`config.mk`:
```
export PLATFORM = sky130hd
export DESIGN_NAME = uart_tx_buffered
export DESIGN_NICKNAME = d
export VERILOG_FILES = /design/src/rtl/uart_tx_buffered.sv
export SDC_FILE = /design/constraint.sdc
export NUM_CORES = 1
export LEC_CHECK = 0
export CAP_MARGIN = 5
export CORE_ASPECT_RATIO = 1.75
export CORE_MARGIN = 4
export CORE_UTILIZATION = 66
export DETAILED_ROUTE_END_ITERATION = 6
export GPL_TIMING_DRIVEN = 0
export PLACE_DENSITY = 0.85
export RECOVER_POWER = 100
export SLEW_MARGIN = 10
export SYNTH_ARGS = -nofsm -noshare
export SYNTH_HDL_FRONTEND = slang
export SYNTH_SLANG_ARGS = --single-unit
export TNS_END_PERCENT = 100
```
`constraint.sdc`:
```
create_clock -name clk -period 6.1 [get_ports clk]
set_clock_uncertainty 0.05 [all_clocks]
set_input_delay 1.22 -clock clk [delete_from_list [all_inputs] [get_ports clk]]
set_output_delay 1.22 -clock clk [all_outputs]
set_load 0.02 [all_outputs]
```
`src/rtl/uart_tx_buffered.sv`:
```
// Buffered UART transmitter: a valid/ready FIFO feeds an LSB-first serialiser with
// optional parity, 1 or 2 stop bits, break generation and a self-timed bit clock.
module uart_tx_buffered #(
  parameter int DATA_WIDTH  = 8,
  parameter int FIFO_DEPTH  = 16,
  parameter int CLK_DIV     = 434,
  parameter int STOP_BITS   = 1,
  parameter int PARITY_MODE = 0
) (
  input  logic                            clk,
  input  logic                            rst_n,
  input  logic                            s_valid,
  input  logic [DATA_WIDTH-1:0]           s_data,
  output logic                            s_ready,
  input  logic                            break_req,
  output logic                            tx,
  output logic                            tx_busy,
  output logic                            frame_done,
  output logic [$clog2(FIFO_DEPTH+1)-1:0] fifo_level
);

  localparam int AW = $clog2(FIFO_DEPTH);
  localparam int LW = $clog2(FIFO_DEPTH + 1);
  localparam int CW = $clog2(CLK_DIV);
  localparam int BW = $clog2(DATA_WIDTH);
  localparam logic [CW-1:0] BIT_LAST  = CW'(CLK_DIV - 1);
  localparam logic          STOP_LAST = (STOP_BITS == 2);

  typedef enum logic [2:0] {S_IDLE, S_START, S_DATA, S_PARITY, S_STOP} state_t;

  logic [DATA_WIDTH-1:0] mem_q [FIFO_DEPTH];
  logic [AW-1:0]         wr_ptr_q, wr_ptr_d, rd_ptr_q, rd_ptr_d;
  logic [LW-1:0]         level_q, level_d;
  state_t                state_q, state_d;
  logic [CW-1:0]         cnt_q, cnt_d;
  logic [BW-1:0]         bit_q, bit_d;
  logic                  stop_q, stop_d;
  logic [DATA_WIDTH-1:0] shift_q, shift_d;
  logic                  par_q, par_d;
  logic                  guard_q, guard_d;
  logic                  tx_q, tx_d, busy_q, busy_d, done_q, done_d;
  logic                  push, pop, empty, bit_end, start_frame, head_par;
  logic [DATA_WIDTH-1:0] head;

  assign s_ready  = (level_q != LW'(FIFO_DEPTH));
  assign push     = s_valid && s_ready;
  assign empty    = (level_q == '0);
  assign bit_end  = (cnt_q == '0);
  assign head     = mem_q[rd_ptr_q];
  assign head_par = (PARITY_MODE == 2) ? ~^head : ^head;

  // Pointers are exactly AW bits wide, so they wrap modulo the power-of-two depth.
  always_comb begin
    wr_ptr_d = wr_ptr_q + AW'(push);
    rd_ptr_d = rd_ptr_q + AW'(pop);
    level_d  = level_q + LW'(push) - LW'(pop);
  end

  always_comb begin
    // NOTE: every signal driven here gets a default first, so no latch can be inferred.
    state_d     = state_q;
    cnt_d       = cnt_q;
    bit_d       = bit_q;
    stop_d      = stop_q;
    shift_d     = shift_q;
    par_d       = par_q;
    guard_d     = guard_q;
    tx_d        = tx_q;
    start_frame = 1'b0;
    if (state_q != S_IDLE) cnt_d = bit_end ? BIT_LAST : cnt_q - CW'(1);
    unique case (state_q)
      S_IDLE: begin
        tx_d = 1'b1;
        if (break_req) begin
          tx_d    = 1'b0;
          guard_d = 1'b1;
          cnt_d   = BIT_LAST;
        end else if (guard_q) begin
          // After a break the line must idle high for one full bit before a start bit.
          if (bit_end) guard_d = 1'b0;
          else         cnt_d   = cnt_q - CW'(1);
        end else if (!empty) begin
          start_frame = 1'b1;
        end
      end
      S_START: if (bit_end) begin
        state_d = S_DATA;
        tx_d    = shift_q[0];
      end
      S_DATA: if (bit_end) begin
        if (bit_q == BW'(DATA_WIDTH - 1)) begin
          if (PARITY_MODE != 0) begin
            state_d = S_PARITY;
            tx_d    = par_q;
          end else begin
            state_d = S_STOP;
            tx_d    = 1'b1;
          end
        end else begin
          bit_d   = bit_q + BW'(1);
          shift_d = shift_q >> 1;
          tx_d    = shift_q[1];
        end
      end
      S_PARITY: if (bit_end) begin
        state_d = S_STOP;
        tx_d    = 1'b1;
      end
      S_STOP: if (bit_end) begin
        if (stop_q == STOP_LAST) begin
          if (!empty && !break_req) start_frame = 1'b1;
          else                      state_d     = S_IDLE;
        end else begin
          stop_d = 1'b1;
        end
      end
      default: state_d = S_IDLE;
    endcase
    if (start_frame) begin
      state_d = S_START;
      shift_d = head;
      par_d   = head_par;
      bit_d   = '0;
      stop_d  = 1'b0;
      cnt_d   = BIT_LAST;
      tx_d    = 1'b0;
    end
  end

  assign pop = start_frame;
  // Registered one cycle early so the pulse lands on the last clk of the final stop bit.
  assign done_d = (state_q == S_STOP) && (stop_q == STOP_LAST) && (cnt_q == CW'(1));
  assign busy_d = (state_d != S_IDLE);

  // NOTE: the storage array has no reset; only pointers and level define its contents.
  always_ff @(posedge clk) begin
    if (push) mem_q[wr_ptr_q] <= s_data;
  end

  always_ff @(posedge clk or negedge rst_n) begin
    if (!rst_n) begin
      wr_ptr_q <= '0;
      rd_ptr_q <= '0;
      level_q  <= '0;
      state_q  <= S_IDLE;
      cnt_q    <= BIT_LAST;
      bit_q    <= '0;
      stop_q   <= 1'b0;
      shift_q  <= '0;
      par_q    <= 1'b0;
      guard_q  <= 1'b0;
      tx_q     <= 1'b1;
      busy_q   <= 1'b0;
      done_q   <= 1'b0;
    end else begin
      wr_ptr_q <= wr_ptr_d;
      rd_ptr_q <= rd_ptr_d;
      level_q  <= level_d;
      state_q  <= state_d;
      cnt_q    <= cnt_d;
      bit_q    <= bit_d;
      stop_q   <= stop_d;
      shift_q  <= shift_d;
      par_q    <= par_d;
      guard_q  <= guard_d;
      tx_q     <= tx_d;
      busy_q   <= busy_d;
      done_q   <= done_d;
    end
  end

  assign tx         = tx_q;
  assign tx_busy    = busy_q;
  assign frame_done = done_q;
  assign fifo_level = level_q;

endmodule

```
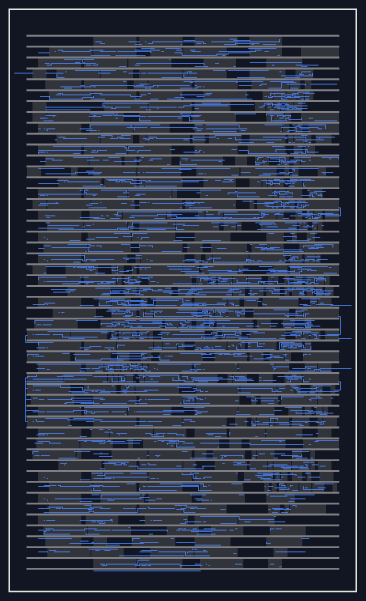
(metal 1)
(4 px per um) Supply wires on this layer in gray. Cells faint in the background.
- wire length on this layer: 5050 um
- share of all routed wire: 35%
- nets with wire on the layer: 458
- longest straight run: 39.1 um
via count of the routed design: 3897
detailed-route wire length: 14300 um

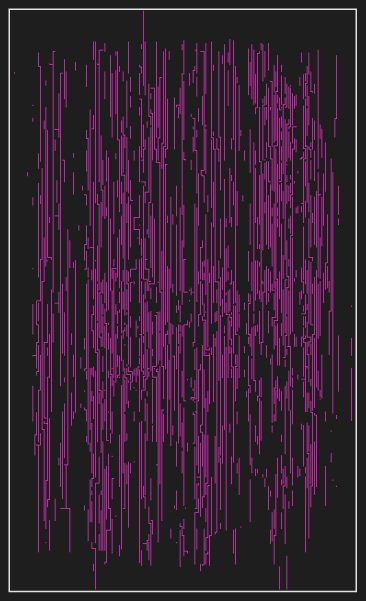
(M2 wires)
(4 px per um)
- main direction: vertical
- wire length on this layer: 8080 um
- nets with wire on the layer: 439
- share of all routed wire: 56%
- longest straight run: 78.2 um

==> results.txt <==
Implementation progress

The net count of the mapped netlist stands at 449. The summed instance area of the synthesized netlist stands at 7100 um^2. The fraction of registers with async set or reset after synthesis stands at 23.8%.

For the finished layout, the period the worst path requires is 3.99 ns. The run finished, with violations left. For reference, the placement row count at floorplan is 49.

The maximum level of the CTS H-tree stands at 4. The number of diodes added for antenna fixing stands at 0. The clock-pin slew on the worst setup and hold paths stands at 0.07 ns.

The tool flagged a number of max-cap violations equal to 1. The synthesis report names the predominant flop master as sky130_fd_sc_hd__edfxtp_1. The tally of nets with antenna violations remaining after routing stands at 0. Pins over their slew limit in the final report were tallied at 37. The highest clock rate stands at 0.251 GHz.

The maximum number of buffers from clock root to sink stands at 2. The post-detailed-route DRC marker count stands at 0. The most numerous cell type found on the critical path is sky130_fd_sc_hd__inv_1. The net count of the finished layout is 489.

The combinational gate area stands at 2100 um^2. The total CTS buffers stands at 17. The highest ir drop seen on vdd stands at 319 uV.

The count of final setup violators stands at 0. During placement, the flow inserted port buffers numbering 20. The launch point of the worst register-to-register path is recorded as cnt_q[2].

In the hold report, the worst path ends at tx. The overall die size recorded for this design is 12500 um^2. The initial standard-cell utilization of the core stands at 68.1%. The launch point of the worst min-delay path is recorded as tx.

The data arrival time of the critical path stands at 4.28 ns. The number of global-route vias before repair stands at 3949. After synthesis the netlist holds a flip-flop and latch count of 168. The number of cells on the worst hold path stands at 2.

The critical path is of the input pin to register type. The worst-path maximum fanout stands at 10. The detailed-placement wirelength estimate stands at 9460 um. Synthesis produced 421 cells. After the first detailed-routing iteration, the DRC count stood at 288. The post-synth tally of flip-flops with integrated enable stands at 128. OpenSTA lists the critical path endpoint as fifo_level[4]. The total global-route track usage stands at 24.6%. Hold repair after CTS inserted 0 buffers.

The floorplan die height stands at 145 um. The max-slew headroom at the worst pin stands at -38.8%. CTS placed an instance of sky130_fd_sc_hd__clkbuf_16 at the clock tree root. The number of different library cells in the post-synthesis netlist stands at 57.

The initial antenna violation count is 0. The final reports fail on max-capacitance violations, max-slew violations. The smallest setup slack after layout stands at 2.11 ns. The core box area stands at 10400 um^2.

Leaving out fill and tap cells, the most frequent cell in the layout is sky130_fd_sc_hd__edfxtp_1. The setup slack on the worst flop-to-flop path stands at 2.46 ns. The number of iterations in the first detailed-routing pass stands at 5.

TritonCTS built the clock tree. The critical path starts at break_req. In the final layout, the share of cells above drive strength 1 is 17.1%. The top cell types in the final layout, fill and taps aside, are sky130_fd_sc_hd__edfxtp_1, sky130_fd_sc_hd__dfrtp_1, sky130_fd_sc_hd__mux4_2, sky130_fd_sc_hd__nor2_1. Using the TritonRoute via totals, the vias-per-cell ratio works out to 6.48. Setup repair after global routing left no endpoint under its margin.

The data required time of the worst path stands at 6.39 ns. The number of fill cells in the layout stands at 595. The first global-routing pass estimated 22200 um of wire. In this run the horizontal extent of the chip is 86.4 um.

Entering global routing, the biggest net connects 37 pins. In the Yosys report, the sequential cells make up 68.4% of the chip area. The post-synthesis cell count from yosys stands at 421. The total power density per cell area stands at 429 nW/um^2.

The layout-stage area growth over the synthesis result stands at 12.9%. The setup TNS stands at 0 ns. The type recorded for the worst min-delay path is register to register.

Walking the worst path, the cells encountered are dlygate4sd3_1 > a21oi_1 > nand2b_1 > clkbuf_1 > inv_1 > ha_1 > inv_1 > ha_1 > inv_1 > fa_1 > inv_1 > a21oi_1 > o21bai_1 > xnor2_1. The final weighted congestion recorded by global placement is 0.867. The final total power stands at 3.44 mW. The share of the clock period used by the worst path stands at 65.3%. The per-cell routed wire length stands at 23.8 um. STA classifies the critical path startpoint as an input pin. The worst register-to-register path depth is 14. The sink count of the clock tree stands at 168. Summed over all cells, the static leakage comes to 2.91 nW. The leftover overflow at the end of global routing stands at 0. The post-route worst hold slack stands at 0.449 ns.

The minimum setup slack after placement stands at 2.11 ns. The clock latency on the worst-skew pair stands at 0.43 ns. The slowest stage of the critical path is the sky130_fd_sc_hd__dlygate4sd3_1 cell.

The worst setup path is captured at a register. Yosys reports a chip area of 7100 um^2. The post-cts resize count stands at 0. The warning tally printed by Yosys for this design is 0. The post-CTS setup buffer count stands at 0. The sequential cell area in the final layout stands at 4850 um^2. For the worst reg-to-reg path, the endpoint reported by OpenROAD is fifo_level[4]. The slew at the pin closest to its max-slew limit stands at 2.08 ns.

Each instance of the synthesized netlist takes up on average 16.9 um^2. The number of logged tool warnings stands at 29. The longest individual stage delay on the worst path stands at 0.62 ns.

The I/O pin count stands at 21. The final count of hold timing violations stands at 0.
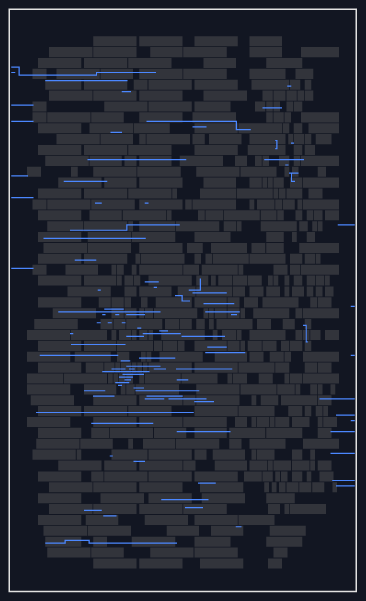
(metal 3)
(4 px per um) Cells faint in the background.
- share of all routed wire: 4.8%
- longest straight run: 39.1 um

==> Yosys cell counts (4+ instances only) <==
| master | number | share of area (%) |
|---|---|---|
| sky130_fd_sc_hd__edfxtp_1 | 128 | 54 |
| sky130_fd_sc_hd__xnor2_1 | 4 | 0.49 |
| sky130_fd_sc_hd__clkbuf_1 | 11 | 0.58 |
| sky130_fd_sc_hd__nand2_1 | 4 | 0.21 |
| sky130_fd_sc_hd__inv_1 | 16 | 0.85 |
| sky130_fd_sc_hd__nor3_1 | 15 | 1.1 |
| sky130_fd_sc_hd__mux4_2 | 32 | 10 |
| sky130_fd_sc_hd__o21ai_0 | 6 | 0.42 |
| sky130_fd_sc_hd__nand3_1 | 5 | 0.35 |
| sky130_fd_sc_hd__nor3b_1 | 6 | 0.63 |
| sky130_fd_sc_hd__a22o_1 | 14 | 1.7 |
| sky130_fd_sc_hd__mux2i_1 | 19 | 2.7 |
| sky130_fd_sc_hd__dfstp_2 | 6 | 2.2 |
| sky130_fd_sc_hd__buf_2 | 7 | 0.49 |
| sky130_fd_sc_hd__a21oi_1 | 10 | 0.71 |
| sky130_fd_sc_hd__nor2_1 | 30 | 1.6 |
| sky130_fd_sc_hd__ha_1 | 15 | 2.6 |
| sky130_fd_sc_hd__xor2_1 | 5 | 0.62 |
| sky130_fd_sc_hd__dfrtp_1 | 34 | 12 |
==> cells by family (layout without fill, tap and decap cells) <==
logic type	count (synthesis)	in the layout	share of synthesized area [%]
muxes	52	52	13.0
buffers and inverters	36	89	2.03
adders and majority gates	16	16	2.93
xor gates and xnor gates	9	9	1.11
and+or+nand+nor	88	88	6.88
DFF	168	168	68.4
AOI/OAI and AO/OA	52	52	5.68
==> area by class of cell <==
type	count	area share, %
buffer	19	0.968
clock inverter	15	1.72
multi-input combinational	217	26.2
clock buffer	17	5.31
timing repair buffer	21	2.47
sequential	168	60.6
tap	127	1.98
inverter	17	0.796
==> stage by stage <==
step / cells / util [%] / cell area (um^2)
after floorplan: 421 / - / 7100
after global placement: 568 / 71.5 / 7450
after CTS: 601 / 77.1 / 8030
after global routing: 601 / 76.9 / 8010
final: 601 / 76.9 / 8010
after detailed placement: 569 / 71.7 / 7470
==> metal layers <==
metal  global-route usage (%)  part of all wire, %  wire (um)  up-vias
met2                     43.4                   56       8080      162
met5                        0                    0          0        -
li1                         -                    -          -     1736
met4                     9.91                  3.5        498        0
met1                     28.2                   35       5050     1964
met3                     5.73                  4.8        687       35
==> flip-flops by register name, summed over array words and instances (netlist names) <==
name        count
mem_q         128
bit_q           3
tx_busy         1
shift_q         8
rd_ptr_q        4
wr_ptr_q        4
fifo_level      5
tx              1
guard_q         1
state_q         3
cnt_q           9
frame_done      1
==> critical path, delay by kind of cell <==
kind	cells	cell delay, ns
and+or+nand+nor	1	0.09
xor gates and xnor gates	1	0.14
AOI/OAI and AO/OA	3	0.55
adders and majority gates	3	0.85
buffers and inverters	6	1.41
==> power by group <==
group          switching [mW]  internal [mW]  leakage, nW
clock network           0.457          0.570        0.281
logic                   0.485          0.396         1.00
registers               0.106           1.43         1.62
Power is estimated from default activity; no workload was simulated.
